File: config.mk
export PLATFORM = sky130hd
export DESIGN_NAME = fifo_reader_flat
export DESIGN_NICKNAME = d
export VERILOG_FILES = /design/src/rtl/fifo_reader_if.sv /design/src/rtl/fifo_reader.sv /design/src/flat_wrapper.sv
export SDC_FILE = /design/constraint.sdc
export NUM_CORES = 1
export LEC_CHECK = 0
export ABC_AREA = 1
export CORE_MARGIN = 2
export CORE_UTILIZATION = 44
export DETAILED_ROUTE_END_ITERATION = 12
export PLACE_DENSITY = 0.74
export SKIP_LAST_GASP = 1
export SYNTH_ARGS = -nofsm -noshare
export SYNTH_HDL_FRONTEND = slang
export SYNTH_SLANG_ARGS = --single-unit
File: constraint.sdc
create_clock -name clk -period 1.3 [get_ports clk]
set_input_delay 0.13 -clock clk [delete_from_list [all_inputs] [get_ports clk]]
set_output_delay 0.13 -clock clk [all_outputs]
set_load 0.005 [all_outputs]
File: src/rtl/fifo_reader_if.sv
// Bundle of FIFO-side, downstream-side and status signals for fifo_reader.
// The master modport is the reader controller; the slave modport is the FIFO/sink environment.
interface fifo_reader_if #(
    parameter int DATA_WIDTH = 4,
    parameter int CNT_WIDTH  = 8
);
    logic [DATA_WIDTH-1:0] buf_out;
    logic                  buf_empty;
    logic                  almost_empty;
    logic                  enable;
    logic                  out_ready;
    logic                  rd_en;
    logic [DATA_WIDTH-1:0] out_data;
    logic                  out_valid;
    logic                  busy;
    logic [CNT_WIDTH-1:0]  pop_count;
    logic                  low_water;

    modport master (
        input  buf_out, buf_empty, almost_empty, enable, out_ready,
        output rd_en, out_data, out_valid, busy, pop_count, low_water
    );

    modport slave (
        output buf_out, buf_empty, almost_empty, enable, out_ready,
        input  rd_en, out_data, out_valid, busy, pop_count, low_water
    );
endinterface

File: src/rtl/fifo_reader.sv
// Reads a synchronous FIFO (one-cycle read latency) into a 2-entry skid buffer
// and presents words downstream on a valid/ready handshake.
module fifo_reader #(
    parameter int DATA_WIDTH = 4,
    parameter int CNT_WIDTH  = 8
) (
    input  logic           clk,
    input  logic           rst,
    fifo_reader_if.master  bus_if
);
    typedef enum logic [1:0] {
        IDLE   = 2'd0,
        ACTIVE = 2'd1,
        DRAIN  = 2'd2
    } state_t;

    state_t                state_q;
    logic [1:0]            occ_q, occ_d;
    logic                  inflight_q;
    logic [DATA_WIDTH-1:0] buf0_q, buf0_d;
    logic [DATA_WIDTH-1:0] buf1_q, buf1_d;
    logic [CNT_WIDTH-1:0]  pop_count_q;
    logic                  low_water_q;

    logic                  out_valid;
    logic                  xfer;
    logic [1:0]            committed;
    logic                  rd_en;

    assign out_valid = (occ_q != 2'd0);
    assign xfer      = out_valid & bus_if.out_ready;

    // Slots already spoken for once this cycle's transfer leaves; never exceeds 2.
    assign committed = occ_q + {1'b0, inflight_q} - {1'b0, xfer};
    assign rd_en     = bus_if.enable & ~bus_if.buf_empty & (state_q == ACTIVE)
                       & (committed < 2'd2);

    always_comb begin
        buf0_d = buf0_q;
        buf1_d = buf1_q;
        occ_d  = occ_q;
        case ({inflight_q, xfer})
            2'b10: begin
                if (occ_q == 2'd0) buf0_d = bus_if.buf_out;
                else               buf1_d = bus_if.buf_out;
                occ_d = occ_q + 2'd1;
            end
            2'b01: begin
                buf0_d = buf1_q;
                occ_d  = occ_q - 2'd1;
            end
            2'b11: begin
                if (occ_q == 2'd1) begin
                    buf0_d = bus_if.buf_out;
                end else begin
                    buf0_d = buf1_q;
                    buf1_d = bus_if.buf_out;
                end
            end
            default: ;
        endcase
    end

    always_ff @(posedge clk or posedge rst) begin
        if (rst) begin
            state_q     <= IDLE;
            occ_q       <= 2'd0;
            inflight_q  <= 1'b0;
            buf0_q      <= '0;
            buf1_q      <= '0;
            pop_count_q <= '0;
            low_water_q <= 1'b0;
        end else begin
            occ_q       <= occ_d;
            inflight_q  <= rd_en;
            buf0_q      <= buf0_d;
            buf1_q      <= buf1_d;
            low_water_q <= bus_if.almost_empty;
            if (xfer) pop_count_q <= pop_count_q + 1'b1;

            case (state_q)
                IDLE: begin
                    if (bus_if.enable && !bus_if.buf_empty) state_q <= ACTIVE;
                end
                ACTIVE: begin
                    if (!bus_if.enable)
                        state_q <= DRAIN;
                    else if (bus_if.buf_empty && occ_q == 2'd0 && !inflight_q)
                        state_q <= IDLE;
                end
                DRAIN: begin
                    // Finishing the drain wins over a same-cycle re-enable; IDLE restarts next cycle.
                    if (occ_q == 2'd0 && !inflight_q) state_q <= IDLE;
                    else if (bus_if.enable)           state_q <= ACTIVE;
                end
                default: state_q <= IDLE;
            endcase
        end
    end

    assign bus_if.rd_en     = rd_en;
    assign bus_if.out_data  = buf0_q;
    assign bus_if.out_valid = out_valid;
    assign bus_if.busy      = (state_q != IDLE);
    assign bus_if.pop_count = pop_count_q;
    assign bus_if.low_water = low_water_q;
endmodule

File: src/flat_wrapper.sv
// flat-port wrapper written by rule: the top's interface ports become plain ports
module fifo_reader_flat 
#(
    parameter int DATA_WIDTH = 4,
    parameter int CNT_WIDTH  = 8
)
  (clk, rst, bus_if_buf_out, bus_if_buf_empty, bus_if_almost_empty, bus_if_enable, bus_if_out_ready, bus_if_rd_en, bus_if_out_data, bus_if_out_valid, bus_if_busy, bus_if_pop_count, bus_if_low_water);
  fifo_reader_if #(.DATA_WIDTH(DATA_WIDTH), .CNT_WIDTH(CNT_WIDTH)) bus_if_i ();
  input  logic clk;
  input  logic rst;
  input wire logic [$bits(bus_if_i.buf_out)-1:0] bus_if_buf_out;
  input wire logic [$bits(bus_if_i.buf_empty)-1:0] bus_if_buf_empty;
  input wire logic [$bits(bus_if_i.almost_empty)-1:0] bus_if_almost_empty;
  input wire logic [$bits(bus_if_i.enable)-1:0] bus_if_enable;
  input wire logic [$bits(bus_if_i.out_ready)-1:0] bus_if_out_ready;
  output wire logic [$bits(bus_if_i.rd_en)-1:0] bus_if_rd_en;
  output wire logic [$bits(bus_if_i.out_data)-1:0] bus_if_out_data;
  output wire logic [$bits(bus_if_i.out_valid)-1:0] bus_if_out_valid;
  output wire logic [$bits(bus_if_i.busy)-1:0] bus_if_busy;
  output wire logic [$bits(bus_if_i.pop_count)-1:0] bus_if_pop_count;
  output wire logic [$bits(bus_if_i.low_water)-1:0] bus_if_low_water;
  assign bus_if_i.buf_out = bus_if_buf_out;
  assign bus_if_i.buf_empty = bus_if_buf_empty;
  assign bus_if_i.almost_empty = bus_if_almost_empty;
  assign bus_if_i.enable = bus_if_enable;
  assign bus_if_i.out_ready = bus_if_out_ready;
  assign bus_if_rd_en = bus_if_i.rd_en;
  assign bus_if_out_data = bus_if_i.out_data;
  assign bus_if_out_valid = bus_if_i.out_valid;
  assign bus_if_busy = bus_if_i.busy;
  assign bus_if_pop_count = bus_if_i.pop_count;
  assign bus_if_low_water = bus_if_i.low_water;
  fifo_reader #(.DATA_WIDTH(DATA_WIDTH), .CNT_WIDTH(CNT_WIDTH)) u_core (.clk(clk), .rst(rst), .bus_if(bus_if_i));
endmodule
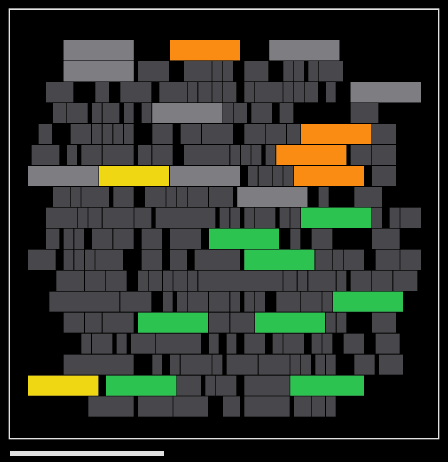
Run 1: register map, names as in the netlist
Scale bar: 20 µm.
| color | netlist name | flops |
|---|---|---|
| orange | u_core.bus_if.out_data | 4 |
| green | u_core.bus_if.pop_count | 8 |
| yellow | u_core.occ_q | 2 |
not colored: 8
sequential share of cell area: 0.290
FF/Latch Area: 552 µm²
Core Util, Final: 0.762

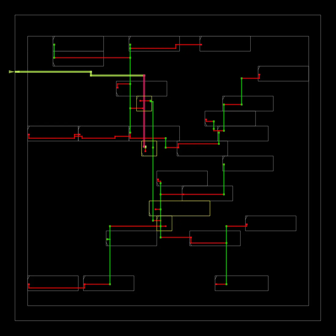
Run 1: clock nets
total number of sequential cells: 22
worst clock skew on the final layout: 0.00762 ns
power drawn by the clock network: 533 µW
TritonCTS Sinks: 22
Worst-Skew Late Latency: 0.31 ns

==> metrics.json, run 1 <==
{
  "worst_r2r_path_depth": 10,
  "maxSlewHeadroom": 0.808,
  "timing.hold.worst.class": "primary input to asynchronous set/reset pin",
  "comb-power_uw": 2430,
  "p_int_uw": 2480,
  "clk_share": 0.0276,
  "timing.critical_path.from": "u_core.occ_q[1]",
  "adder_share": 0.0428,
  "post-route-worst-setup-slack_ns": -0.385,
  "synth-main-ff-cell": "sky130_fd_sc_hd__dfrtp_1",
  "die_y_um": 55.5,
  "tritoncts": "done",
  "power.sequential.total_uw": 1110,
  "nNonClkInverters": 21,
  "htree_num_levels": 1,
  "area.share.combinational": 0.344,
  "route.detailed.drc": 0,
  "ys_warn_count": 0,
  "initial_core_util": 0.467,
  "boundary_pins": 26,
  "mi_logic_area_um2": 656,
  "status": "complete, but fails checks",
  "gp_routability_congestion": 0.801,
  "r2r-start": "u_core.occ_q[1]",
  "grt_max_degree": 23,
  "yosysTopAreaCell": "sky130_fd_sc_hd__dfrtp_1",
  "layout_top_cells_excl_fill_tap": "sky130_fd_sc_hd__nand2_1 (46), sky130_fd_sc_hd__buf_4 (31), sky130_fd_sc_hd__dfrtp_1 (21), sky130_fd_sc_hd__inv_1 (13), sky130_fd_sc_hd__dlygate4sd2_1 (13)",
  "mean_area_per_synthesized_cell_um2": 8.00,
  "num_antenna_cells": 0,
  "detail-route-antenna-nets": 0,
  "cts_setup_buffers": 15,
  "non_clock_buffer_count": 62,
  "xor_share": 0.0300,
  "detail_route.wirelength_um": 3050,
  "path_depth": 10,
  "synth_simple_gate_area_share": 0.296,
  "design_area_um2": 1900,
  "crit_family": "flip-flops",
  "cp_arrival_ns": 1.56,
  "drt_iter0_markers": 11,
  "critical_path_endpoint": "bus_if_rd_en",
  "grt_first_pass_wirelength_um": 5360,
  "mostFrequentLayoutCell": "sky130_fd_sc_hd__nand2_1",
  "yosys.cell_count.top_type": "sky130_fd_sc_hd__nand2_1",
  "highest_metal_layer_with_signal_wires": "met4",
  "non_clock_buffer_area_fraction": 0.276,
  "cp_num_buf_inv": 3,
  "synth_chip_area_um2": 1170,
  "met3WireLength_um": 104,
  "crit_path_start_kind": "flip-flop",
  "total_cells_reported_by_yosys_after_synthesis": 146,
  "cts_hold_buf": 0,
  "final_net_count": 226,
  "log.warning_count": 30,
  "setup_slack_on_the_worst_flop_to_flop_path_ns": -0.31,
  "ys_async_sr_fraction": 1.00,
  "layout-drive-gt1-share": 0.355,
  "top_cells_by_area": "sky130_fd_sc_hd__dfrtp_1 (47%), sky130_fd_sc_hd__nand2_1 (15%), sky130_fd_sc_hd__inv_1 (6.1%)",
  "pwr-share-comb": 0.596,
  "cp_max_fo": 3,
  "setup-violations-final": 19,
  "cts-root-buf": "sky130_fd_sc_hd__clkbuf_4",
  "maxClockFrequency_mhz": 593,
  "globalRouteMet2Util": 0.412,
  "dpl_cell_area_um2": 1630,
  "worst-slew-pin-transition_ns": 0.287,
  "path_common_cell": "sky130_fd_sc_hd__nand2_1",
  "vdd.ir_drop.worst_mv": 1.68,
  "violations": "setup timing",
  "post-layout-total-power_uw": 4070,
  "finalClockPeriodUsage": 1.30,
  "path_clk_slew_ns": 0.14,
  "dieWidth_um": 55.5,
  "yosysUniqueCellTypes": 22,
  "timing.critical_path.to_type": "primary output",
  "timing_max_transition_violations_final": 0,
  "global_route.peak_usage_layer": "met2",
  "postCtsResizedCells": 50,
  "drt_pre_antenna_iters": 4,
  "maxPowerGroup": "combinational cells",
  "count_of_standard_cell_rows": 18,
  "final.fill_count": 177,
  "grt_pass1_vias": 1296,
  "yosys-top-cells-count": "sky130_fd_sc_hd__nand2_1 (48), sky130_fd_sc_hd__dfrtp_1 (22), sky130_fd_sc_hd__inv_1 (19)"
}
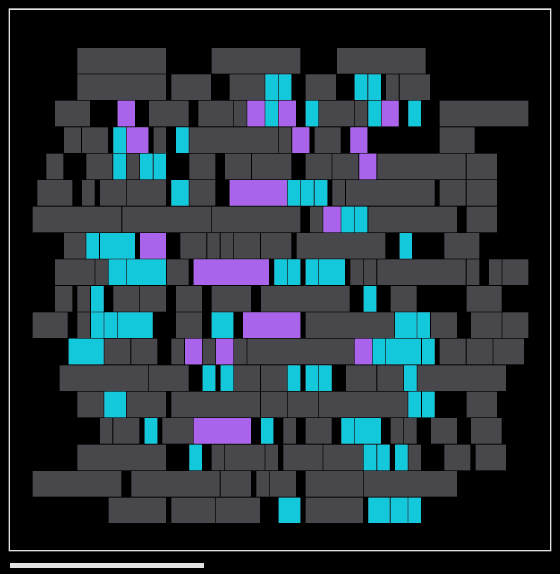
Run 1: selected gate families
Scale bar: 20 µm.
| color | family | cells |
|---|---|---|
| purple | aoi and oai cells | 17 |
| cyan | nand cells | 61 |

==> inputs of run 2 (changes only) <==
SLEW_MARGIN = 20   (was unset)
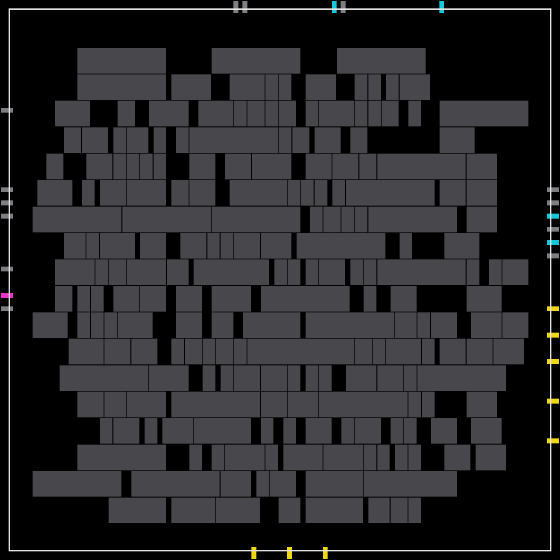
Run 2: pin placement
Pins as bars across the die edge, other pins in gray.
| color | port | pins | direction | edge |
|---|---|---|---|---|
| cyan | bus_if_out_data | 4 | output | 2 top, 2 right |
| yellow | bus_if_pop_count | 8 | output | 5 right, 3 bottom |
| magenta | bus_if_out_valid | 1 | output | left |
all pins by edge: 11 right, 7 left, 5 top, 3 bottom

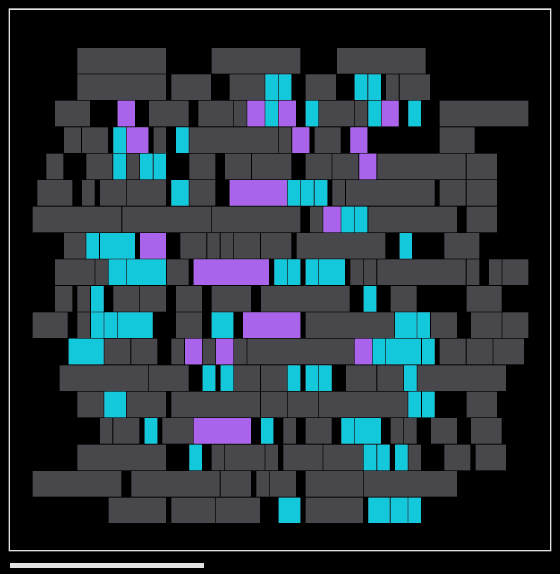
Run 2: selected gate families
Scale bar: 20 µm.
| color | family | cells |
|---|---|---|
| cyan | nand cells | 61 |
| purple | aoi and oai cells | 17 |

==> metrics.json, run 2 <==
{
  "yosysUniqueCellTypes": {"value": 22, "change": "unchanged"},
  "cts-root-buf": "sky130_fd_sc_hd__clkbuf_4",
  "synth_simple_gate_area_share": {"value": 0.296, "change": "unchanged"},
  "route.detailed.drc": {"value": 0, "change": "unchanged"},
  "grt_first_pass_wirelength": {"value": 5360, "unit": "µm", "change": "unchanged"},
  "post-layout-total-power": {"value": 4070, "unit": "µW", "change": "unchanged"},
  "xor_share": {"value": 0.0300, "change": "unchanged"},
  "path_clk_slew": {"value": 0.14, "unit": "ns", "change": "about the same"},
  "mi_logic_area": {"value": 656, "unit": "µm²", "change": "unchanged"},
  "clk_share": {"value": 0.0276, "change": "unchanged"},
  "count_of_standard_cell_rows": {"value": 18, "change": "unchanged"},
  "final-seq-area": {"value": 552, "unit": "µm²", "change": "unchanged"},
  "die_y": {"value": 55.5, "unit": "µm", "change": "unchanged"},
  "layout_top_cells_excl_fill_tap": "sky130_fd_sc_hd__nand2_1 (46), sky130_fd_sc_hd__buf_4 (31), sky130_fd_sc_hd__dfrtp_1 (21), sky130_fd_sc_hd__inv_1 (13), sky130_fd_sc_hd__dlygate4sd2_1 (13)",
  "timing.hold.worst.class": "primary input to asynchronous set/reset pin",
  "globalRouteMet2Util": {"value": 0.412, "change": "unchanged"},
  "sh_seq_area": {"value": 0.290, "change": "unchanged"},
  "top_cells_by_area": "sky130_fd_sc_hd__dfrtp_1 (47%), sky130_fd_sc_hd__nand2_1 (15%), sky130_fd_sc_hd__inv_1 (6.1%)",
  "area.share.combinational": {"value": 0.344, "change": "unchanged"},
  "path_depth": {"value": 10, "change": "unchanged"},
  "non_clock_buffer_area_fraction": {"value": 0.276, "change": "unchanged"},
  "grt_pass1_vias": {"value": 1296, "change": "unchanged"},
  "maxPowerGroup": "combinational cells",
  "ys_warn_count": {"value": 0, "change": "unchanged"},
  "violations": "setup timing",
  "total_cells_reported_by_yosys_after_synthesis": {"value": 146, "change": "unchanged"},
  "yosys.cell_count.top_type": "sky130_fd_sc_hd__nand2_1",
  "setup-violations-final": {"value": 19, "change": "unchanged"},
  "power.sequential.total": {"value": 1110, "unit": "µW", "change": "about the same"},
  "status": "complete, but fails checks",
  "boundary_pins": {"value": 26, "change": "unchanged"},
  "crit_family": "flip-flops",
  "adder_share": {"value": 0.0428, "change": "unchanged"},
  "final_core_util": {"value": 0.762, "change": "unchanged"},
  "post-route-worst-setup-slack": {"value": -0.385, "unit": "ns", "change": "unchanged"},
  "synth-main-ff-cell": "sky130_fd_sc_hd__dfrtp_1",
  "gp_routability_congestion": {"value": 0.801, "change": "unchanged"}
}
==> inputs of run 3 (changes only) <==
CORE_MARGIN = 1   (was 2)
CORE_UTILIZATION = 49   (was 44)
PLACE_DENSITY = unset   (was 0.74)
PLACE_DENSITY_LB_ADDON = 0.3   (was unset)
clock period = 1.73 ns   (was 1.3 ns; I/O delays follow)
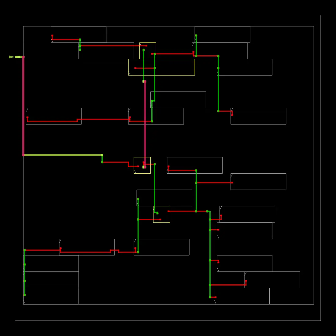
Run 3: clock nets
power drawn by the clock network: 395 µW
final-layout clock buffer total: 3
worst clock skew on the final layout: 0.00403 ns

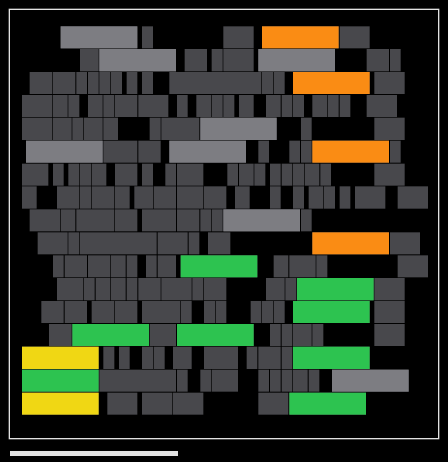
Run 3: register map, names as in the netlist
Scale bar: 20 µm.
| color | netlist name | flops |
|---|---|---|
| orange | u_core.bus_if.out_data | 4 |
| yellow | u_core.occ_q | 2 |
| green | u_core.bus_if.pop_count | 8 |
not colored: 8

==> metrics.json, run 3 <==
{
  "status": "complete, but fails checks",
  "count_of_standard_cell_rows": {"value": 17, "change": "-1"},
  "final_cells": 220,
  "synth-main-ff-cell": "sky130_fd_sc_hd__dfrtp_1",
  "clockPowerShare": 0.144,
  "port-buffer-count": 25,
  "total_cells_reported_by_yosys_after_synthesis": {"value": 146, "change": "unchanged"},
  "maxPowerGroup": "combinational cells",
  "pwr-share-comb": 0.532,
  "adder_share": {"value": 0.0428, "change": "unchanged"},
  "area_delta_synth_final_pct": 42.7,
  "total_leakage_power_uw": 0.000825,
  "mappedNetlistNets": 160,
  "post-layout-total-power": {"value": 2740, "unit": "µW", "change": "-33%"},
  "edf_count": 0,
  "post-route-worst-setup-slack": {"value": -0.000996, "unit": "ns", "change": "+0.384 ns"},
  "finalHoldWorstSlack_ns": 0.181,
  "nNonClkInverters": 21,
  "finalClockPeriodUsage": 1.00,
  "critical_path_endpoint": "bus_if_rd_en",
  "yosys.cell_count.top_type": "sky130_fd_sc_hd__nand2_1",
  "power.sequential.total": {"value": 886, "unit": "µW", "change": "-20%"},
  "path_clk_slew": {"value": 0.13, "unit": "ns", "change": "about the same"},
  "maxClockFrequency_mhz": 578,
  "boundary_pins": {"value": 26, "change": "unchanged"},
  "detail-route-antenna-nets": 0,
  "layout_top_cells_excl_fill_tap": "sky130_fd_sc_hd__nand2_1 (48), sky130_fd_sc_hd__clkdlybuf4s50_1 (23), sky130_fd_sc_hd__dfrtp_1 (22), sky130_fd_sc_hd__buf_4 (18), sky130_fd_sc_hd__inv_1 (15)",
  "ys_async_sr_fraction": 1.00,
  "top_cells_by_area": "sky130_fd_sc_hd__dfrtp_1 (47%), sky130_fd_sc_hd__nand2_1 (15%), sky130_fd_sc_hd__inv_1 (6.1%)",
  "maxSlewHeadroom": 0.787,
  "met3WireLength_um": 97,
  "timing.hold.worst.class": "primary input to asynchronous set/reset pin",
  "timing_max_transition_violations_final": 0,
  "path_depth": {"value": 10, "change": "unchanged"},
  "synth_simple_gate_area_share": {"value": 0.296, "change": "unchanged"},
  "ys_warn_count": {"value": 0, "change": "unchanged"},
  "slowest_stage": "sky130_fd_sc_hd__dfrtp_1",
  "violations": "setup timing",
  "non_clock_buffer_area_fraction": {"value": 0.227, "change": "-0.0486"},
  "cp_arrival_ns": 1.56,
  "grt_pass1_vias": {"value": 1060, "change": "-18%"},
  "clk_share": {"value": 0.0315, "change": "+0.00391"},
  "gp_routability_congestion": {"value": 0.784, "change": "-2.2%"},
  "grt_max_degree": 23,
  "route.detailed.drc": {"value": 0, "change": "unchanged"},
  "crit_family": "simple AND/OR/NAND/NOR gates",
  "half_perimeter_wire_length_after_placement_um": 1910,
  "pre_cts_slack_ns": -0.193,
  "postCtsResizedCells": 14,
  "cts-root-buf": "sky130_fd_sc_hd__clkbuf_4",
  "area.share.combinational": {"value": 0.340, "change": "-0.00445"},
  "mi_logic_area": {"value": 567, "unit": "µm²", "change": "-14%"},
  "xor_share": {"value": 0.0300, "change": "unchanged"},
  "final_core_util": {"value": 0.747, "change": "-0.0150"},
  "netlist_area_um2": 1170,
  "final-seq-area": {"value": 551, "unit": "µm²", "change": "-0.23%"},
  "grt_first_pass_wirelength": {"value": 4510, "unit": "µm", "change": "-16%"},
  "sh_seq_area": {"value": 0.330, "change": "+0.0403"},
  "globalRouteMet2Util": {"value": 0.384, "change": "-0.0271"},
  "die_y": {"value": 50.8, "unit": "µm", "change": "-8.5%"},
  "yosysUniqueCellTypes": {"value": 22, "change": "unchanged"},
  "setup-violations-final": {"value": 1, "change": "-18"},
  "detail_route.wirelength_um": 2630
}
No activity file was given, so power comes from the tool's default toggle rates.
